Figure 1. Local utilization.
Drawn at 2 px/um. The die is cut into 14 by 14 equal tiles; black is low, pale yellow is high, 0 to 100% covered.
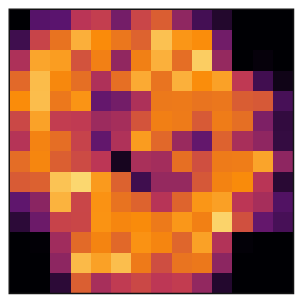
Figure 2. A small window of the routed layout.
Region (58, 58) to (83, 83) um. Cells in grey, sequential cells in the stronger grey; small squares are vias.
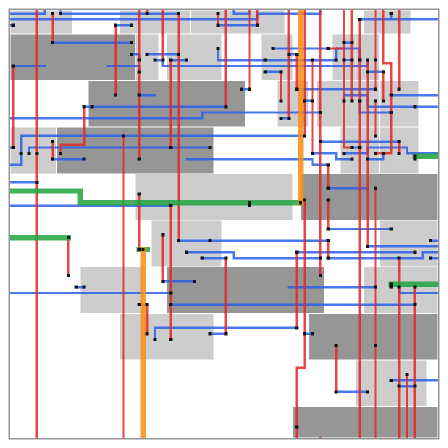
Figure 3. Clock wiring as the flow saved it.
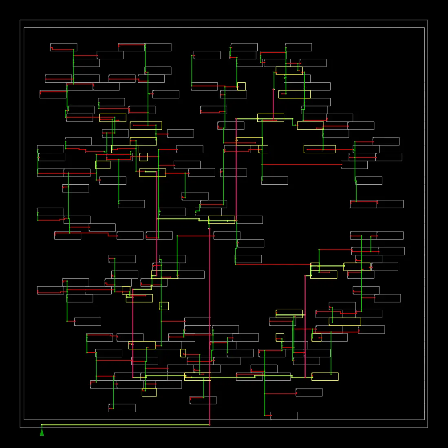
Figure 4. Clock wires, drivers and flops.
Drawn at 4 px/um.
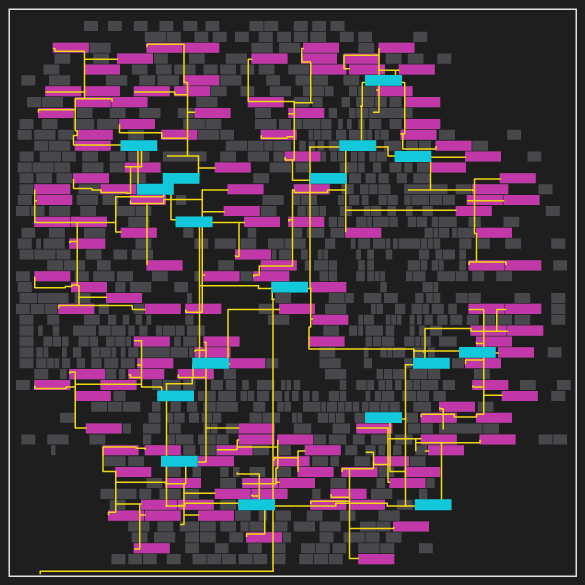
Figure 5. Placed cells, one colour a class.
Drawn at 3 px/um. Fill, decap, tap and diode cells in grey.
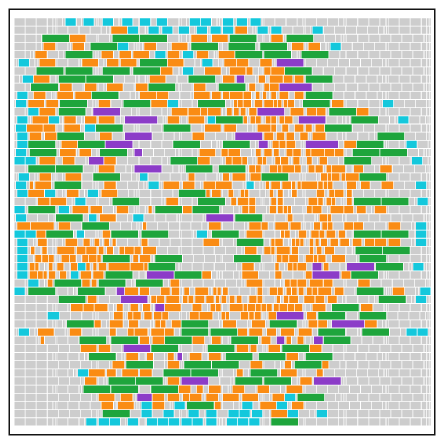
--- config.mk ---
export PLATFORM = sky130hd
export DESIGN_NAME = mul_seq_ctrl
export DESIGN_NICKNAME = d
export VERILOG_FILES = /design/src/rtl/mul_seq_ctrl_pkg.sv /design/src/rtl/mul_seq_ctrl_step_dp.sv /design/src/rtl/mul_seq_ctrl.sv
export SDC_FILE = /design/constraint.sdc
export NUM_CORES = 1
export LEC_CHECK = 0
export ABC_CLOCK_PERIOD_IN_PS = 9200
export CORE_UTILIZATION = 45
export DETAILED_ROUTE_END_ITERATION = 8
export PLACE_DENSITY = 0.72
export RECOVER_POWER = 25
export SLEW_MARGIN = 10
export SYNTH_ARGS = -nofsm -noshare
export SYNTH_HDL_FRONTEND = slang
export SYNTH_HIERARCHICAL = 1
export SYNTH_SLANG_ARGS = --single-unit
--- constraint.sdc ---
create_clock -name clk_i -period 9.2 [get_ports clk_i]
set_input_delay 1.84 -clock clk_i [delete_from_list [all_inputs] [get_ports clk_i]]
set_output_delay 1.84 -clock clk_i [all_outputs]
set_load 0.1 [all_outputs]
--- src/rtl/mul_seq_ctrl_pkg.sv ---
// Shared definitions for the EX-stage multiply sequencer: ALU control codes
// and the sequencer FSM state encoding.
package mul_seq_ctrl_pkg;

    localparam logic [3:0] ALU_AND  = 4'b0000;
    localparam logic [3:0] ALU_XOR  = 4'b0001;
    localparam logic [3:0] ALU_SLL  = 4'b0010;
    localparam logic [3:0] ALU_ADD  = 4'b0011;
    localparam logic [3:0] ALU_SUB  = 4'b0100;
    localparam logic [3:0] ALU_MUL  = 4'b0101;
    localparam logic [3:0] ALU_ADDI = 4'b0110;
    localparam logic [3:0] ALU_SRAI = 4'b0111;

    typedef enum logic [1:0] {
        ST_IDLE = 2'd0,
        ST_BUSY = 2'd1,
        ST_DONE = 2'd2
    } state_e;

endpackage

--- src/rtl/mul_seq_ctrl_step_dp.sv ---
// One shift-add multiply iteration: retires STEP_BITS multiplier bits into the
// accumulator and shifts the operands for the next iteration.
module mul_step_dp #(
    parameter int STEP_BITS = 1
) (
    input  logic [31:0] acc_i,
    input  logic [31:0] mcand_i,
    input  logic [31:0] mplier_i,
    output logic [31:0] acc_o,
    output logic [31:0] mcand_o,
    output logic [31:0] mplier_o
);

    logic [31:0] digit;
    logic [31:0] partial;

    // Partial product is truncated to 32 bits; only the low word is ever needed.
    assign digit    = {{(32-STEP_BITS){1'b0}}, mplier_i[STEP_BITS-1:0]};
    assign partial  = mcand_i * digit;
    assign acc_o    = acc_i + partial;
    assign mcand_o  = mcand_i << STEP_BITS;
    assign mplier_o = mplier_i >> STEP_BITS;

endmodule

--- src/rtl/mul_seq_ctrl.sv ---
// Multi-cycle MUL sequencer for the EX stage with stall/valid/ready handshake.
// Optional early-out on a zero remaining multiplier: define MUL_EARLY_OUT_EN.
module mul_seq_ctrl
    import mul_seq_ctrl_pkg::*;
#(
    parameter int         STEP_BITS = 1,
    parameter logic [3:0] MUL_CODE  = ALU_MUL
) (
    input  logic        clk_i,
    input  logic        rst_i,
    input  logic        start_i,
    input  logic [3:0]  alu_ctrl_i,
    input  logic [31:0] data1_i,
    input  logic [31:0] data2_i,
    input  logic        flush_i,
    input  logic        ready_i,
    output logic        stall_o,
    output logic        valid_o,
    output logic [31:0] data_o,
    output logic        busy_o
);

    localparam logic [5:0] N_CNT = 6'(32 / STEP_BITS);

    state_e      state_q;
    logic [31:0] acc_q, mcand_q, mplier_q, data_q;
    logic [31:0] acc_d, mcand_d, mplier_d;
    logic [5:0]  cnt_q;
    logic        valid_q;
    logic        start_mul, accept, early_in, early_busy;

    mul_step_dp #(.STEP_BITS(STEP_BITS)) u_step (
        .acc_i    (acc_q),
        .mcand_i  (mcand_q),
        .mplier_i (mplier_q),
        .acc_o    (acc_d),
        .mcand_o  (mcand_d),
        .mplier_o (mplier_d)
    );

    assign start_mul = start_i & (alu_ctrl_i == MUL_CODE);
    assign accept    = start_mul & ((state_q == ST_IDLE) | ((state_q == ST_DONE) & ready_i));

`ifdef MUL_EARLY_OUT_EN
    assign early_in   = (data2_i == 32'd0);
    assign early_busy = (mplier_d == 32'd0);
`else
    assign early_in   = 1'b0;
    assign early_busy = 1'b0;
`endif

    always_ff @(posedge clk_i or negedge rst_i) begin
        if (!rst_i) begin
            state_q  <= ST_IDLE;
            acc_q    <= '0;
            mcand_q  <= '0;
            mplier_q <= '0;
            cnt_q    <= '0;
            valid_q  <= 1'b0;
            data_q   <= '0;
        end else if (flush_i) begin
            state_q <= ST_IDLE;
            valid_q <= 1'b0;
        end else begin
            case (state_q)
                ST_BUSY: begin
                    acc_q    <= acc_d;
                    mcand_q  <= mcand_d;
                    mplier_q <= mplier_d;
                    cnt_q    <= cnt_q - 6'd1;
                    if ((cnt_q == 6'd1) || early_busy) begin
                        state_q <= ST_DONE;
                        data_q  <= acc_d;
                        valid_q <= 1'b1;
                    end
                end
                ST_DONE: begin
                    if (ready_i) begin
                        state_q <= ST_IDLE;
                        valid_q <= 1'b0;
                    end
                end
                ST_IDLE: ;
                default: state_q <= ST_IDLE;
            endcase
            // Issue overrides the DONE->IDLE exit so back-to-back ops skip the idle bubble.
            if (accept) begin
                acc_q    <= '0;
                mcand_q  <= data1_i;
                mplier_q <= data2_i;
                cnt_q    <= N_CNT;
                if (early_in) begin
                    state_q <= ST_DONE;
                    data_q  <= '0;
                    valid_q <= 1'b1;
                end else begin
                    state_q <= ST_BUSY;
                    valid_q <= 1'b0;
                end
            end
        end
    end

    assign stall_o = rst_i & ~flush_i &
                     (((state_q == ST_IDLE) & start_mul) |
                      (state_q == ST_BUSY) |
                      ((state_q == ST_DONE) & ~ready_i));
    assign busy_o  = (state_q == ST_BUSY);
    assign valid_o = valid_q;
    assign data_o  = data_q;

endmodule

==> run notes <==
flow finished, numbers: tightest slew margin relative to the limit=roughly a third, number of logged tool warnings=27, utilization after layout=53.8%, number of DRC markers in iteration 0=about 300, beginning of the critical path=alu_ctrl_i[1], final hold violations=0, data arrival time at the worst-slack endpoint=~4200 ps, count of port buffers added during placement=roughly 110, worst hold path cell count=1, count of hold-fix buffers inserted at cts=0, FP Rows=approximately 50, chip area in the Yosys report=0.00874 sq mm, crit path capture type=output port, highest clock rate=166 MHz, delay of the slowest cell on the worst path=~1100 ps, number of global-route vias before repair=5959, number of levels the H-tree was split into=4, fraction of registers with async set/reset=100%, Resized cells post-CTS=0, overall routing resource usage=19.5%, max-cap violation count=0, number of enable flip-flop cells=0, first-pass GRT wire length=roughly 30000 um, Hold EP=data_o[27], core area=0.0189 sq mm, Unique masters post-synth=62, post-route worst setup slack=around 3200 ps, top library cells by usage in the layout, fill and taps aside=sky130_fd_sc_hd__dfrtp_1, sky130_fd_sc_hd__clkdlybuf4s50_1, sky130_fd_sc_hd__mux2_2, Via Count=a little under 6000, register-to-register setup slack=5570 ps, cell repeated most along the worst path=sky130_fd_sc_hd__clkdlybuf4s50_1, worst hold slack after final layout=slightly below 500 ps, total grt overflow=0, Reg clk slew, reported paths=60 ps, sequential fraction of the synthesis area=between 30% and 40%, root buffer cell=sky130_fd_sc_hd__clkbuf_16, Commonest Layout Cell=sky130_fd_sc_hd__dfrtp_1, final routed DRC violation total=0, setup repair after global routing missed its margin=no, worst-case reg-to-reg path depth=11, capture instance of the worst register-to-register path=data_o[28], area enclosed by the die boundary=between 0.015 and 0.02 sq mm, Critical Path Sink=stall_o, Hold WC Path Type=reg -> reg, worst voltage drop across the vdd grid=between 100 and 150 uV, Cell Area, Placed=between 0.009 and 0.01 sq mm, number of cells in Yosys stat=between 700 and 800, Top Ports=~110, Post-DP HPWL=around 12000 um, crit path DRT=roughly 7400 ps, post-DR wirelength/cell=approximately 17 um, buffer depth of the longest clock path=2, placed cell count=~1000, share of Yosys cell area claimed by the top area cell type=39.2%, number of nets in the final layout=906, total clock buffers created by CTS=17, min cycle time layout=approximately 6000 ps, cell area after technology mapping=slightly below 0.009 sq mm, number of logic stages on the critical path including buffering=6, worst r2r src=mplier_q[0], total negative setup slack=0 ps, beginning of the worst hold path=data_o[27], cell with the most instances after synthesis=sky130_fd_sc_hd__dfrtp_1, cell area after layout=just over 0.01 sq mm, slew at the pin closest to its max-slew limit=1010 ps, mean cell area of the mapped netlist=between 10 and 15 sq um, top cells, area=sky130_fd_sc_hd__dfrtp_1, sky130_fd_sc_hd__mux2_2, sky130_fd_sc_hd__mux2_4, sky130_fd_sc_hd__buf_4, sky130_fd_sc_hd__ha_1, crit path kind=in -> out, largest driver fanout on the critical path=8, cell type group with the largest total delay on the critical path=buffers and inverters, clock tree from TritonCTS=built, critical-path cell with the highest stage delay=sky130_fd_sc_hd__clkdlybuf4s50_1, antenna violations before repair=1, number of synthesis warnings=6, synth cell count leaders=sky130_fd_sc_hd__dfrtp_1, sky130_fd_sc_hd__mux2_2, sky130_fd_sc_hd__buf_4, sky130_fd_sc_hd__mux2_4, sky130_fd_sc_hd__a21oi_1, Floorplan Utilization=between 40% and 50%, antenna-violating nets left=0, count of TritonRoute iterations in the first routing pass=4, pin count of the biggest net entering global routing=around 80, die span in y=141 um, outcome=finished, final reports clean, crit path cell chain=clkdlybuf4s50_1 > and4bb_2 > a21oi_2 > o21ai_0 > and3b_1 > clkdlybuf4s50_1
Back to the opening pictures, Figure 1:
nearly empty tiles: 13%
fullest tile: 91%
mean over tiles: 49%
tiles over 75% full: 17%

Back to the opening pictures, Figure 2:
[met2] red
[met4] orange
[met1] blue
[met3] green
sequential cells in the window: 7
netlist names of flops here include: mcand_q (6), acc_q (1)
most frequent: dfrtp_1 (7), mux2_2 (5), mux2_4 (3)
cells with their middle in the window: 29

Back to the opening pictures, Figure 3:
total clock network power: 0.000746 W
insertion delay at the late pin of the worst-skew pair: 430 ps
Worst Skew: 9.52 ps

Back to the opening pictures, Figure 4:
[flip-flops] magenta | count: 137
[cells driving clock nets] cyan | count: 17
[clock wires] yellow | length: 1920 um
routed clock nets: 18
flops lie: spread over the die

Back to the opening pictures, Figure 5:
[flops] green | cells: 137
[all other logic] orange | cells: 529
[clock drivers and dummy loads] purple | cells: 32
[other buffers and delay cells] cyan | cells: 114

## power breakdown
group | total (W) | internal, W | switching (W)
Combinational | 0.000152 | 0.0000962 | 0.0000554
Sequential | 0.000657 | 0.000635 | 0.0000229
Clock | 0.000746 | 0.000470 | 0.000276
Total | 0.00156 | 0.00120 | 0.000354
## sequential cells by signal, indices dropped and copies added, names as in the netlist
signal	count
mcand_q	32
state_q	2
cnt_q	6
mplier_q	32
valid_o	1
acc_q	32
data_o	32
## final cells by class
cell class / instances / area (sq um) / share of cell area, %
clock buffers: 19 / 453 / 4.46
well taps: 260 / 325 / 3.20
flip-flops and latches: 137 / 3430 / 33.7
diodes: 1 / 2.50 / 0.0246
repair buffers: 114 / 1120 / 11.1
clock inverters: 13 / 190 / 1.87
inverters: 10 / 37.5 / 0.369
multi-input cells: 519 / 4600 / 45.3
## cell families after synthesis
logic type,Yosys count,synth area share (%)
compound gates,158,12.9
xor+xnor,24,2.41
fa+ha+maj,34,4.95
buf+inv,109,8.33
flops,137,39.2
mux,163,23.5
other cells,1,0.0429
simple gates,138,8.63
## worst register-to-register path, cell delays in order, from the launching register on
cell                       delay (ps)
sky130_fd_sc_hd__dfrtp_1          450
sky130_fd_sc_hd__and2_1           190
sky130_fd_sc_hd__ha_1             220
sky130_fd_sc_hd__fa_1             430
sky130_fd_sc_hd__a21o_1           230
sky130_fd_sc_hd__a221oi_2         420
sky130_fd_sc_hd__a211oi_2         180
sky130_fd_sc_hd__a21oi_2          280
sky130_fd_sc_hd__o221ai_2         190
sky130_fd_sc_hd__and4_1           240
sky130_fd_sc_hd__or3_1            390
sky130_fd_sc_hd__mux2_1           290
## metal layers
metal | wire (um) | track usage, %
met4 | 333 | 7.44
met3 | 865 | 4.49
met2 | 8430 | 31.5
met5 | 0 | 0
met1 | 8390 | 25.3
Power figures rest on the tool's default switching activity, not on a simulated workload.
